File: src/rtl/x_lut_cfg_loader.sv
// Serialises W-bit configuration words MSB-first onto a LUT setup chain, CHAIN_BITS bits per load.
// Optional parity accumulator on o_parity is enabled by defining X_LUT_CFG_PARITY_EN.
module x_lut_cfg_loader #(
   parameter int CHAIN_BITS = 16,
   parameter int W          = 8
) (
   input  logic         i_clk,
   input  logic         i_rst,
   input  logic         i_cfg_start,
   input  logic         i_abort,
   input  logic [W-1:0] i_data,
   input  logic         i_valid,
   output logic         o_ready,
   output logic         o_chain_data,
   output logic         o_chain_en,
   output logic         o_busy,
   output logic         o_done,
   output logic         o_parity
);

   localparam int CW = $clog2(CHAIN_BITS + 1);
   localparam int RW = $clog2(W + 1);
   localparam logic [CW-1:0] CNT_LAST = CW'(CHAIN_BITS - 1);
   localparam logic [RW-1:0] REM_FULL = RW'(W);
   localparam logic [RW-1:0] REM_ONE  = RW'(1);

   typedef enum logic [1:0] {S_IDLE, S_LOAD, S_DONE} state_t;

   state_t        state_q, state_d;
   logic [CW-1:0] cnt_q, cnt_d;
   logic [W-1:0]  hold_q, hold_d;
   logic [RW-1:0] rem_q, rem_d;
   logic          data_q, data_d;
   logic          emit;
   logic          accept;

   always_ff @(posedge i_clk) begin
      if (i_rst) begin
         state_q <= S_IDLE;
         cnt_q   <= '0;
         hold_q  <= '0;
         rem_q   <= '0;
         data_q  <= 1'b0;
      end else begin
         state_q <= state_d;
         cnt_q   <= cnt_d;
         hold_q  <= hold_d;
         rem_q   <= rem_d;
         data_q  <= data_d;
      end
   end

   always_comb begin
      state_d = state_q;
      cnt_d   = cnt_q;
      hold_d  = hold_q;
      rem_d   = rem_q;
      emit    = (state_q == S_LOAD) && (rem_q != '0);
      // Refill while empty, or on the last bit of the held word if more bits are still owed.
      o_ready = (state_q == S_LOAD) &&
                ((rem_q == '0) || ((rem_q == REM_ONE) && (cnt_q < CNT_LAST)));
      accept       = o_ready && i_valid && !i_abort;
      o_chain_en   = emit;
      o_chain_data = emit ? hold_q[W-1] : data_q;
      data_d       = o_chain_data;
      o_busy       = (state_q == S_LOAD);
      o_done       = (state_q == S_DONE);
      case (state_q)
         S_IDLE: begin
            if (i_cfg_start) begin
               state_d = S_LOAD;
               cnt_d   = '0;
               rem_d   = '0;
            end
         end
         S_LOAD: begin
            if (i_abort) begin
               state_d = S_IDLE;
               rem_d   = '0;
            end else begin
               if (emit) begin
                  hold_d = hold_q << 1;
                  rem_d  = rem_q - REM_ONE;
                  cnt_d  = cnt_q + CW'(1);
                  // Low bits of a partial final word are dropped by emptying the holder here.
                  if (cnt_q == CNT_LAST) begin
                     state_d = S_DONE;
                     rem_d   = '0;
                  end
               end
               if (accept) begin
                  hold_d = i_data;
                  rem_d  = REM_FULL;
               end
            end
         end
         S_DONE:  state_d = S_IDLE;
         default: state_d = S_IDLE;
      endcase
   end

`ifdef X_LUT_CFG_PARITY_EN
   logic parity_q;

   always_ff @(posedge i_clk) begin
      if (i_rst) begin
         parity_q <= 1'b0;
      end else if ((state_q == S_IDLE) && i_cfg_start) begin
         parity_q <= 1'b0;
      end else if (emit) begin
         parity_q <= parity_q ^ hold_q[W-1];
      end
   end

   assign o_parity = parity_q;
`else
   assign o_parity = 1'b0;
`endif

endmodule
File: config.mk
export PLATFORM = sky130hd
export DESIGN_NAME = x_lut_cfg_loader
export DESIGN_NICKNAME = d
export VERILOG_FILES = /design/src/rtl/x_lut_cfg_loader.sv
export SDC_FILE = /design/constraint.sdc
export NUM_CORES = 1
export LEC_CHECK = 0
export ABC_AREA = 0
export CAP_MARGIN = 25
export CORE_ASPECT_RATIO = 1.4
export CORE_UTILIZATION = 30
export DETAILED_ROUTE_END_ITERATION = 16
export PLACE_DENSITY_LB_ADDON = 0.15
export REMOVE_ABC_BUFFERS = 1
export SYNTH_ARGS = -nofsm -noshare
export SYNTH_HDL_FRONTEND = slang
export SYNTH_SLANG_ARGS = --single-unit
File: constraint.sdc
create_clock -name i_clk -period 3.4 [get_ports i_clk]
set_clock_uncertainty 0.05 [all_clocks]
set_input_delay 1.02 -clock i_clk [delete_from_list [all_inputs] [get_ports i_clk]]
set_output_delay 1.02 -clock i_clk [all_outputs]
set_load 0.005 [all_outputs]
==> results.cfg, run 1 <==
; flow metrics
[status]
outcome = finished clean

[yosys]
top_area_cell = dfxtp_1
ys_sh_adder = 0.04515
topCombFamilyByArea = AND-OR/OR-AND gates
ys_sh_simple = 0.2336
top_area_frac = 0.3612
topCellsByArea = dfxtp_1 36%, o21ai_0 5.0%, a211oi_1 4.7%
synth-async-reset-ratio = 0
yosys_area_um2 = 1109
synthTopCellsByCount = 20 x dfxtp_1, 12 x nor2_1, 11 x o21ai_0
ys_cells = 126
postSynthSeqShare = 0.3612
synth_cells = 126

[final_timing]
setup_tns_ns = 0
fmax_ghz = 0.3123
hold_slack_ns = 0.4307
rsz0062_at_grt = no

[floorplanning]
die_area_um2 = 3946
core_area_um2 = 3441
die_width_um = 53.38
initial_utilization = 0.3222

[critical_path]
r2r_cells = 6
cp_slowest_stage_delay_ns = 0.49
reg2reg_from = cnt_q[0]$_SDFFE_PP0P_
crit_slowest_cell = clkdlybuf4s50_1
r2r-end = rem_q[1]$_SDFFE_PP0P_
crit_path_end_kind = output pin
worst-path-stages = 6

[layout]
mi_logic_area_um2 = 654.4
design_area_um2 = 1355
largestRegisters = hold_q (8), cnt_q (5), rem_q (4)
drive_gt1_frac = 0.1259
final_util = 0.3938
lay_top_count = dfxtp_1
dominant_cells = logic gates
clock_cell_area_share = 0.03047
layout.nonclk_buf_frac = 0.1367
nNonClkInverters = 6
buffers = 19

[grt]
antenna_found_initial = 0
first_global_vias = 985
met1_usage = 0.1852
grt_pass1_wl_um = 4374

[placement]
post-place-cells = 180
pre_cts_ws_ns = 0.4335

[power]
combinationalPowerShare = 0.164
power_frac_seq = 0.519
power.total_mw = 0.4747
cellLeakagePower_nw = 0.4763
p_seq_mw = 0.246
powerClk_mw = 0.150

[drt]
drc_errors = 0
dr.pass1.iters = 5
drt_iter0_drc = 29
via_count = 1000

[clock_tree]
cts_tree = built
clock_sinks = 20
ctsHoldBuffers = 0

[worst_hold_path]
worst_hold_path.endpoint = hold_q[0]$_SDFFE_PP0P_
min_from = hold_q[0]$_SDFFE_PP0P_
run_1/sizes.png
Scale: 4 px per um.
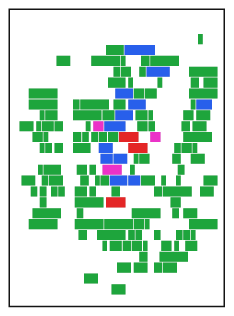
_3 and _4 cells -> magenta  # cells 3, share 2.1%
_2 cells -> blue  # cells 12, share 8.4%
_0 and _1 cells -> green  # cells 125, share 87%
_6 and larger -> red  # cells 3, share 2.1%

run_1/placement.png
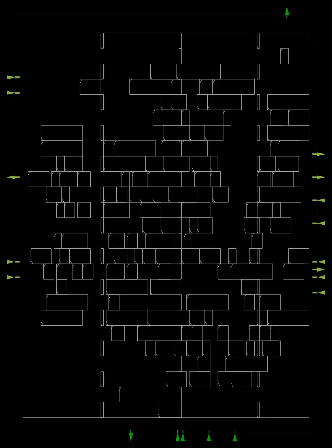
fillers: 370
TAP cells: 40
final non-filler cell total: 183
registers: 20

run_1/flops_by_reg.png
Scale: 4 px per um.
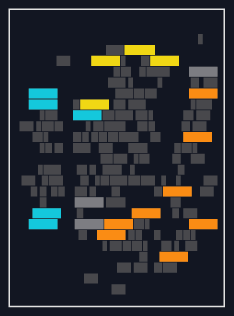
cnt_q -> cyan  # placed flops 5
hold_q -> orange  # placed flops 8
rem_q -> yellow  # placed flops 4, where top middle
not coloured = 3

--- run 2 (diff from run 1) ---
==> constraint.sdc (replaced) <==
create_clock -name i_clk -period 3.2 [get_ports i_clk]
set_clock_uncertainty 0.05 [all_clocks]
set_input_delay 0.96 -clock i_clk [delete_from_list [all_inputs] [get_ports i_clk]]
set_output_delay 0.96 -clock i_clk [all_outputs]
set_load 0.005 [all_outputs]
run_2/metal_density.png
Scale: 4 px per um. The die is cut into 11 by 15 equal tiles; dark purple is low, yellow is high, scaled to the fullest tile. Values are wire area over tile area, all layers added.
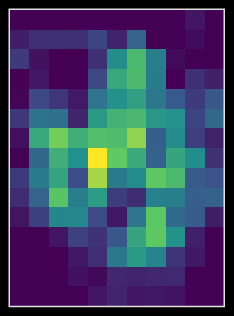
nearly empty tiles = 25%
tiles over half the peak = 20%
densest ninth of the die = middle
mean over tiles = 0.11
fullest tile = 0.43

run_2/power_grid.png
Scale: 6 px per um. Pins as bars on the die edge.
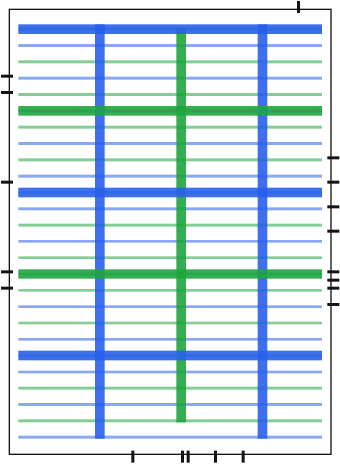
VSS -> blue
VDD -> green
met4 straps = 3
rows = 25
met5 straps = 5
signal pins = 19

==> results.cfg, run 2 <==
; flow metrics
[power]
power.total_mw = 0.5107
p_comb_mw = 0.0863
power_density_nw_per_um2 = 370.4
cellLeakagePower_nw = 0.4897
p_seq_mw = 0.262
combinationalPowerShare = 0.169
ir_drop_v = 0.0002031
maxPowerGroup = registers
powerClk_mw = 0.162
power_frac_seq = 0.513

[drt]
postRouteAntennaNets = 0
drt_iter0_drc = 21
dr.pass1.iters = 4
drc_errors = 0
dr_wl_met2_um = 1303
wl_um = 2679
via_count = 1030

[layout]
largest_reg_flops = 8
largestRegisters = hold_q (8), cnt_q (5), rem_q (4)
stdcell_count = 185
fillers = 358
lay_top_count = dfxtp_1
drive_gt1_frac = 0.1448
clkbuf_count = 3
flop-count = 20
dominant_cells = logic gates
design_area_um2 = 1379
nNonClkInverters = 6
mi_logic_area_um2 = 663.1
final_util = 0.4007
layout.nonclk_buf_frac = 0.1452
buffers = 21
clock_cell_area_share = 0.02995
comb_area_frac = 0.4809
largest_register = hold_q

[clock_tree]
ctsHoldBuffers = 0
clock_sinks = 20
cts_tree = built

[critical_path]
r2r_cells = 6
crit_slowest_cell = clkdlybuf4s50_1
r2r-end = rem_q[2]$_SDFFE_PP0P_
cp_slowest_stage_delay_ns = 0.44
crit_buf_inv = 2
critPathRequiredTime_ns = 2.19
reg2reg_from = cnt_q[0]$_SDFFE_PP0P_
crit_path_end_kind = output pin
worst-path-stages = 6

[yosys]
postSynthSeqShare = 0.3612
ys_cells = 126
synth_cells = 126
ys.flop_type = dfxtp_1
synthTopCellsByCount = 20 x dfxtp_1, 12 x nor2_1, 11 x o21ai_0
ys_sh_simple = 0.2336
yosys_area_um2 = 1109
top_area_frac = 0.3612
topCombFamilyByArea = AND-OR/OR-AND gates
synth_xor_xnor_area_share = 0.007901
ys_sh_adder = 0.04515
topCellsByArea = dfxtp_1 36%, o21ai_0 5.0%, a211oi_1 4.7%
ys_types = 42
most_common_cell = dfxtp_1
numSynthFlops = 20
synth.cell_area_um2 = 1109
synth-async-reset-ratio = 0
compound_area_frac = 0.2901
top_area_cell = dfxtp_1

[worst_hold_path]
worst_hold_path.endpoint = hold_q[3]$_SDFFE_PP0P_
min_from = hold_q[2]$_SDFFE_PP0P_
hold_path.class = flip-flop to flip-flop
hold-path-cell-count = 2

[placement]
pre_cts_ws_ns = 0.3084
post-place-cells = 182

[final_timing]
fmax_ghz = 0.3291
rsz0062_at_grt = no
hold_slack_ns = 0.4331
setup_tns_ns = 0
min_period_over_period = 0.9496
post-route-min-period_ns = 3.039

[floorplanning]
initial_utilization = 0.3222
die_area_um2 = 3946
taps = 40
die_width_um = 53.38
core_area_um2 = 3441

[grt]
antenna_found_initial = 0
met1_usage = 0.1809
grtUsageMet2 = 0.2694
grt_pass1_wl_um = 4588
first_global_vias = 1038

[status]
outcome = finished clean
run_2/sizes.png
Scale: 4 px per um.
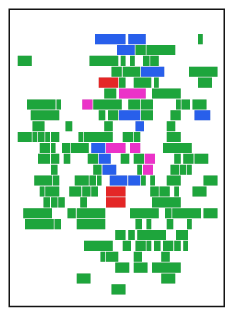
_3 and _4 cells -> magenta  # cells 6, share 4.1%
_6 and larger -> red  # cells 3, share 2.1%
_2 cells -> blue  # cells 12, share 8.3%
_0 and _1 cells -> green  # cells 124, share 86%

--- run 3 (diff from run 2) ---
--- a/config.mk
+++ b/config.mk
@@ -8,6 +8,7 @@
 export ABC_AREA = 0
 export CAP_MARGIN = 25
 export CORE_ASPECT_RATIO = 1.4
+export CORE_MARGIN = 2
 export CORE_UTILIZATION = 30
 export DETAILED_ROUTE_END_ITERATION = 16
 export PLACE_DENSITY_LB_ADDON = 0.15
run_3/metal_density.png
Scale: 4 px per um. The die is cut into 11 by 15 equal tiles; dark purple is low, yellow is high, scaled to the fullest tile. Values are wire area over tile area, all layers added.
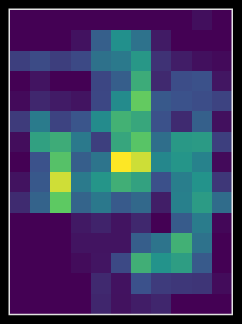
emptiest ninth of the die = bottom left
tiles over half the peak = 16%
nearly empty tiles = 27%
mean over tiles = 0.10
fullest tile = 0.47

run_3/flops_by_reg.png
Scale: 4 px per um.
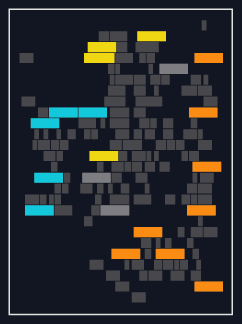
cnt_q -> cyan  # placed flops 5
hold_q -> orange  # placed flops 8
rem_q -> yellow  # placed flops 4, where top middle

==> results.cfg, run 3 <==
; flow metrics
[layout]
largestRegisters = hold_q (8), cnt_q (5), rem_q (4)
buffers = 24
lay_top_count = dfxtp_1
design_area_um2 = 1401
final_util = 0.3881
mi_logic_area_um2 = 660.6
largest_reg_flops = 8
stdcell_count = 190
clock_cell_area_share = 0.02946
nNonClkInverters = 6
comb_area_frac = 0.4714
fillers = 373

[placement]
pre_cts_ws_ns = 0.3301

[drt]
drc_errors = 0
wl_um = 2777
drt_iter0_drc = 32
via_count = 1021

[critical_path]
crit_path_end_kind = output pin
worst-path-stages = 6
crit_buf_inv = 2
reg2reg_from = cnt_q[0]$_SDFFE_PP0P_
cp_slowest_stage_delay_ns = 0.44
r2r-end = rem_q[2]$_SDFFE_PP0P_
r2r_cells = 6

[final_timing]
min_period_over_period = 0.9529
post-route-min-period_ns = 3.049
setup_tns_ns = 0
rsz0062_at_grt = no
hold_slack_ns = 0.4370

[yosys]
compound_area_frac = 0.2901
synth.cell_area_um2 = 1109
most_common_cell = dfxtp_1
topCellsByArea = dfxtp_1 36%, o21ai_0 5.0%, a211oi_1 4.7%
postSynthSeqShare = 0.3612
synthTopCellsByCount = 20 x dfxtp_1, 12 x nor2_1, 11 x o21ai_0
top_area_frac = 0.3612
synth_xor_xnor_area_share = 0.007901
ys.flop_type = dfxtp_1
yosys_area_um2 = 1109
topCombFamilyByArea = AND-OR/OR-AND gates
synth_cells = 126
ys_types = 42
ys_sh_adder = 0.04515
numSynthFlops = 20

[clock_tree]
ctsHoldBuffers = 0
cts_tree = built
clock_sinks = 20

[power]
combinationalPowerShare = 0.174
power_density_nw_per_um2 = 372.0
p_comb_mw = 0.0905
p_seq_mw = 0.262
ir_drop_v = 0.0003000
maxPowerGroup = registers

[floorplanning]
die_area_um2 = 4204
die_width_um = 55.38
taps = 42
initial_utilization = 0.3070
core_area_um2 = 3611

[worst_hold_path]
hold_path.class = flip-flop to flip-flop
min_from = rem_q[0]$_SDFFE_PP0P_
hold-path-cell-count = 1

[grt]
first_global_vias = 997
antenna_found_initial = 0

[status]
outcome = finished clean
run_3/power_grid.png
Scale: 6 px per um. Pins as bars on the die edge.
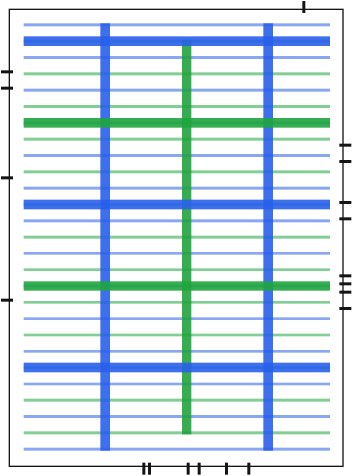
VSS -> blue
VDD -> green
rows = 26
signal pins = 19
met1 rails = 27
met4 straps = 3

